File: config.mk
export PLATFORM = sky130hd
export DESIGN_NAME = mcu_bus_initiator_flat
export DESIGN_NICKNAME = d
export VERILOG_FILES = /design/src/rtl/mcu_bus_initiator_if.sv /design/src/rtl/mcu_bus_initiator.sv /design/src/flat_wrapper.sv
export SDC_FILE = /design/constraint.sdc
export NUM_CORES = 1
export LEC_CHECK = 0
export CAP_MARGIN = 40
export CORE_AREA = 2 2 108 110
export DETAILED_ROUTE_END_ITERATION = 6
export DIE_AREA = 0 0 110 112
export SLEW_MARGIN = 20
export SYNTH_ARGS = -nofsm -noshare
export SYNTH_HDL_FRONTEND = slang
export SYNTH_SLANG_ARGS = --single-unit
File: constraint.sdc
create_clock -name sys_clock_i -period 2.1 [get_ports sys_clock_i]
set_input_delay 0.42 -clock sys_clock_i [delete_from_list [all_inputs] [get_ports sys_clock_i]]
set_output_delay 0.42 -clock sys_clock_i [all_outputs]
set_load 0.005 [all_outputs]
File: src/rtl/mcu_bus_initiator_if.sv
`default_nettype none
// ============================================================================
// Module      : mcu_bus_initiator_if
// Description : Request/response channel and decoded memory bus bundle for
//               the MCU bus initiator.
// Revision    : 1.0 - initial release
// ============================================================================
interface mcu_bus_initiator_if #(
    parameter int ADDR_WIDTH = 17,
    parameter int DATA_WIDTH = 8
);
    logic                  req_valid_i;
    logic                  req_ready_o;
    logic                  req_we_i;
    logic [ADDR_WIDTH-1:0] req_addr_i;
    logic [DATA_WIDTH-1:0] req_data_i;
    logic                  slot_i;
    logic                  bus_active_o;
    logic [ADDR_WIDTH-1:0] bus_addr_o;
    logic                  bus_we_o;
    logic                  bus_wr_strobe_o;
    logic [DATA_WIDTH-1:0] bus_data_o;
    logic [DATA_WIDTH-1:0] bus_data_i;
    logic                  resp_valid_o;
    logic [DATA_WIDTH-1:0] resp_data_o;

    modport master (
        input  req_valid_i, req_we_i, req_addr_i, req_data_i, slot_i, bus_data_i,
        output req_ready_o, bus_active_o, bus_addr_o, bus_we_o, bus_wr_strobe_o,
               bus_data_o, resp_valid_o, resp_data_o
    );

    modport slave (
        output req_valid_i, req_we_i, req_addr_i, req_data_i, slot_i, bus_data_i,
        input  req_ready_o, bus_active_o, bus_addr_o, bus_we_o, bus_wr_strobe_o,
               bus_data_o, resp_valid_o, resp_data_o
    );
endinterface
`default_nettype wire

File: src/rtl/mcu_bus_initiator.sv
`default_nettype none
// ============================================================================
// Module      : mcu_bus_initiator
// Description : Single-access bus initiator for the management MCU; waits for
//               a timing-generator slot, drives a fixed-length access, responds.
// Revision    : 1.0 - initial release
// ============================================================================
module mcu_bus_initiator #(
    parameter int ADDR_WIDTH    = 17,
    parameter int DATA_WIDTH    = 8,
    parameter int STROBE_CYCLES = 3
) (
    input  wire logic           sys_clock_i,
    input  wire logic           reset_i,
    mcu_bus_initiator_if.master mbus
);

    typedef enum logic [1:0] {
        S_IDLE      = 2'd0,
        S_WAIT_SLOT = 2'd1,
        S_ACCESS    = 2'd2,
        S_DONE      = 2'd3
    } state_t;

    localparam logic [3:0] c_strobe_last = 4'(STROBE_CYCLES - 1);

    state_t                r_state;
    state_t                w_next_state;
    logic                  w_req_ready;
    logic                  w_accept;
    logic                  w_slot_hit;
    logic                  w_final;

    logic [3:0]            r_cnt;
    logic                  r_we;
    logic [ADDR_WIDTH-1:0] r_addr;
    logic [DATA_WIDTH-1:0] r_data;
    logic                  r_bus_active;
    logic                  r_bus_we;
    logic                  r_bus_strobe;
    logic [ADDR_WIDTH-1:0] r_bus_addr;
    logic [DATA_WIDTH-1:0] r_bus_data;
    logic                  r_resp_valid;
    logic [DATA_WIDTH-1:0] r_resp_data;

    always_ff @(posedge sys_clock_i) begin
        if (reset_i) begin
            r_state <= S_IDLE;
        end else begin
            r_state <= w_next_state;
        end
    end

    always_comb begin
        w_next_state = r_state;
        w_req_ready  = (r_state == S_IDLE) && !reset_i;
        w_accept     = w_req_ready && mbus.req_valid_i;
        w_slot_hit   = (r_state == S_WAIT_SLOT) && mbus.slot_i;
        w_final      = (r_state == S_ACCESS) && (r_cnt == 4'd0);
        case (r_state)
            S_IDLE:      if (w_accept)   w_next_state = S_WAIT_SLOT;
            S_WAIT_SLOT: if (w_slot_hit) w_next_state = S_ACCESS;
            S_ACCESS:    if (w_final)    w_next_state = S_DONE;
            S_DONE:                      w_next_state = S_IDLE;
            default:                     w_next_state = S_IDLE;
        endcase
    end

    // All bus outputs are registered; the strobe is scheduled one edge ahead
    // so it lands exactly on the ACCESS cycle where the counter reads zero.
    always_ff @(posedge sys_clock_i) begin
        if (reset_i) begin
            r_cnt        <= 4'd0;
            r_we         <= 1'b0;
            r_addr       <= '0;
            r_data       <= '0;
            r_bus_active <= 1'b0;
            r_bus_we     <= 1'b0;
            r_bus_strobe <= 1'b0;
            r_bus_addr   <= '0;
            r_bus_data   <= '0;
            r_resp_valid <= 1'b0;
            r_resp_data  <= '0;
        end else begin
            r_bus_strobe <= 1'b0;
            r_resp_valid <= 1'b0;
            if (w_accept) begin
                r_we   <= mbus.req_we_i;
                r_addr <= mbus.req_addr_i;
                r_data <= mbus.req_data_i;
            end
            if (w_slot_hit) begin
                r_cnt        <= c_strobe_last;
                r_bus_active <= 1'b1;
                r_bus_we     <= r_we;
                r_bus_addr   <= r_addr;
                r_bus_data   <= r_data;
                r_bus_strobe <= r_we && (c_strobe_last == 4'd0);
            end else if (r_state == S_ACCESS) begin
                if (w_final) begin
                    r_bus_active <= 1'b0;
                    r_bus_we     <= 1'b0;
                    r_resp_valid <= 1'b1;
                    r_resp_data  <= r_we ? r_data : mbus.bus_data_i;
                end else begin
                    r_cnt        <= r_cnt - 4'd1;
                    r_bus_strobe <= r_we && (r_cnt == 4'd1);
                end
            end
        end
    end

    assign mbus.req_ready_o     = w_req_ready;
    assign mbus.bus_active_o    = r_bus_active;
    assign mbus.bus_addr_o      = r_bus_addr;
    assign mbus.bus_we_o        = r_bus_we;
    assign mbus.bus_wr_strobe_o = r_bus_strobe;
    assign mbus.bus_data_o      = r_bus_data;
    assign mbus.resp_valid_o    = r_resp_valid;
    assign mbus.resp_data_o     = r_resp_data;

endmodule
`default_nettype wire

File: src/flat_wrapper.sv
// flat-port wrapper written by rule: the top's interface ports become plain ports
module mcu_bus_initiator_flat 
#(
    parameter int ADDR_WIDTH    = 17,
    parameter int DATA_WIDTH    = 8,
    parameter int STROBE_CYCLES = 3
)
  (sys_clock_i, reset_i, mbus_req_valid_i, mbus_req_we_i, mbus_req_addr_i, mbus_req_data_i, mbus_slot_i, mbus_bus_data_i, mbus_req_ready_o, mbus_bus_active_o, mbus_bus_addr_o, mbus_bus_we_o, mbus_bus_wr_strobe_o, mbus_bus_data_o, mbus_resp_valid_o, mbus_resp_data_o);
  mcu_bus_initiator_if #(.ADDR_WIDTH(ADDR_WIDTH), .DATA_WIDTH(DATA_WIDTH)) mbus_i ();
  input  wire logic sys_clock_i;
  input  wire logic reset_i;
  input wire logic [$bits(mbus_i.req_valid_i)-1:0] mbus_req_valid_i;
  input wire logic [$bits(mbus_i.req_we_i)-1:0] mbus_req_we_i;
  input wire logic [$bits(mbus_i.req_addr_i)-1:0] mbus_req_addr_i;
  input wire logic [$bits(mbus_i.req_data_i)-1:0] mbus_req_data_i;
  input wire logic [$bits(mbus_i.slot_i)-1:0] mbus_slot_i;
  input wire logic [$bits(mbus_i.bus_data_i)-1:0] mbus_bus_data_i;
  output wire logic [$bits(mbus_i.req_ready_o)-1:0] mbus_req_ready_o;
  output wire logic [$bits(mbus_i.bus_active_o)-1:0] mbus_bus_active_o;
  output wire logic [$bits(mbus_i.bus_addr_o)-1:0] mbus_bus_addr_o;
  output wire logic [$bits(mbus_i.bus_we_o)-1:0] mbus_bus_we_o;
  output wire logic [$bits(mbus_i.bus_wr_strobe_o)-1:0] mbus_bus_wr_strobe_o;
  output wire logic [$bits(mbus_i.bus_data_o)-1:0] mbus_bus_data_o;
  output wire logic [$bits(mbus_i.resp_valid_o)-1:0] mbus_resp_valid_o;
  output wire logic [$bits(mbus_i.resp_data_o)-1:0] mbus_resp_data_o;
  assign mbus_i.req_valid_i = mbus_req_valid_i;
  assign mbus_i.req_we_i = mbus_req_we_i;
  assign mbus_i.req_addr_i = mbus_req_addr_i;
  assign mbus_i.req_data_i = mbus_req_data_i;
  assign mbus_i.slot_i = mbus_slot_i;
  assign mbus_i.bus_data_i = mbus_bus_data_i;
  assign mbus_req_ready_o = mbus_i.req_ready_o;
  assign mbus_bus_active_o = mbus_i.bus_active_o;
  assign mbus_bus_addr_o = mbus_i.bus_addr_o;
  assign mbus_bus_we_o = mbus_i.bus_we_o;
  assign mbus_bus_wr_strobe_o = mbus_i.bus_wr_strobe_o;
  assign mbus_bus_data_o = mbus_i.bus_data_o;
  assign mbus_resp_valid_o = mbus_i.resp_valid_o;
  assign mbus_resp_data_o = mbus_i.resp_data_o;
  mcu_bus_initiator #(.ADDR_WIDTH(ADDR_WIDTH), .DATA_WIDTH(DATA_WIDTH), .STROBE_CYCLES(STROBE_CYCLES)) u_core (.sys_clock_i(sys_clock_i), .reset_i(reset_i), .mbus(mbus_i));
endmodule
==> run_results.csv <==
group,metric,value,unit
sta,fmax,0.5000,GHz
pwr,power_density,998.6,mW/mm^2
pwr,p_clk,1.39,mW
yosys,synth-compound-area-share,15.41,%
cts,path_clk_slew,50,ps
routing,drt_pass1_iterations,4,
cts,root_buffer,"clkbuf_16",
cts,cts_hold_buf,0,
cells_and_area,logic_area,0.001247,mm^2
cells_and_area,largest_cell_class,"registers",
pwr,comb_cell_power,902,uW
setup_path,cp-end-kind,"output port",
yosys,synth-edff-count,0,
cts,cts_buffer_depth,2,
floorplan,core_area,0.01117,mm^2
outcome,status,"completed",
yosys,syn-num-nets,368,
cells_and_area,syn_to_final_growth,42.95,%
cts,cts.sinks,69,
cells_and_area,mostFrequentLayoutCells,"79 x nand2_1, 74 x clkdlybuf4s50_1, 69 x dfxtp_1, 37 x a21oi_1, 29 x o21ai_0",
floorplan,die_h,112,um
floorplan,initCoreUtil,24.63,%
Fig. 1: routing congestion map
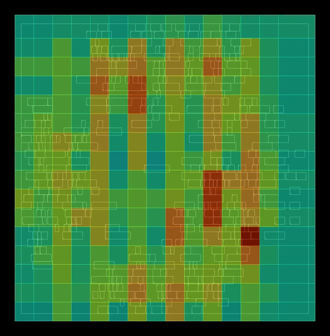
grt met2 use: 18.32%
GR peak layer: met2
Util after Layout: 35.21%
average wire per standard cell: 12.81 um
met3 Use GR: 2.576%

Fig. 2: cell classes on the final placement
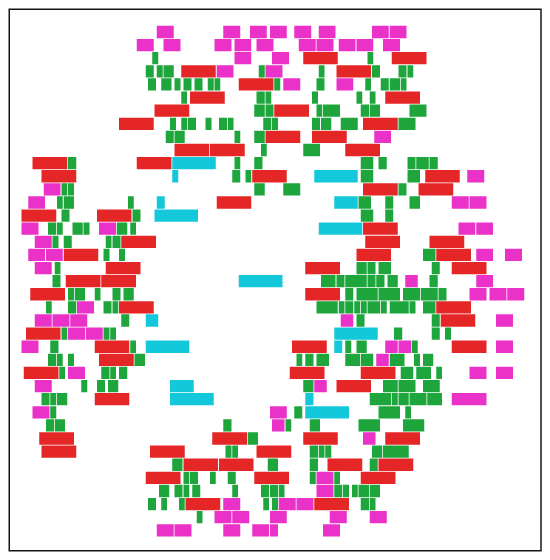
| class | color | cells |
|---|---|---|
| flip-flops | red | 69 |
| other buffers and delay cells | magenta | 84 |
| all other logic | green | 230 |
| clock drivers and dummy loads | cyan | 16 |

Fig. 3: signal wires by layer
Scale bar: 20 um.
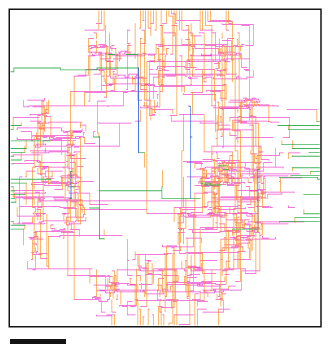
| layer | color | wire length |
|---|---|---|
| met4 | blue | 129 um |
| met3 | green | 336 um |
| met2 | orange | 3360 um |
| met1 | magenta | 3120 um |
gr usage total: 11.56%
total wire length: 6942 um
Via Count: 2432

Fig. 4: routed metal per tile
Scale bar: 20 um. The die is cut into 22 by 22 equal tiles; dark blue is low, red is high, scaled to the fullest tile. Values are wire area over tile area, all layers added.
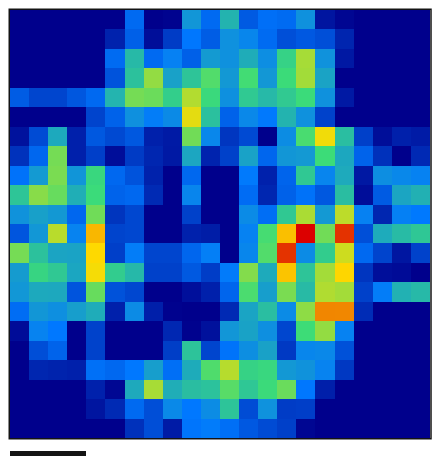
tiles over half the peak: 11%
nearly empty tiles: 28%
fullest tile: 0.41
mean over tiles: 0.089

Fig. 5: register map, names as in the netlist
Scale bar: 20 um.
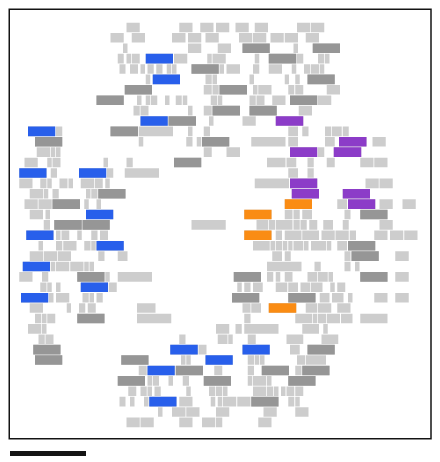
| signal | color | flops |
|---|---|---|
| u_core.r_cnt | orange | 4 |
| u_core.mbus.resp_data_o | purple | 8 |
| u_core.mbus.bus_addr_o | blue | 17 |
not colored: 40

Power is estimated from default activity; no workload was simulated.
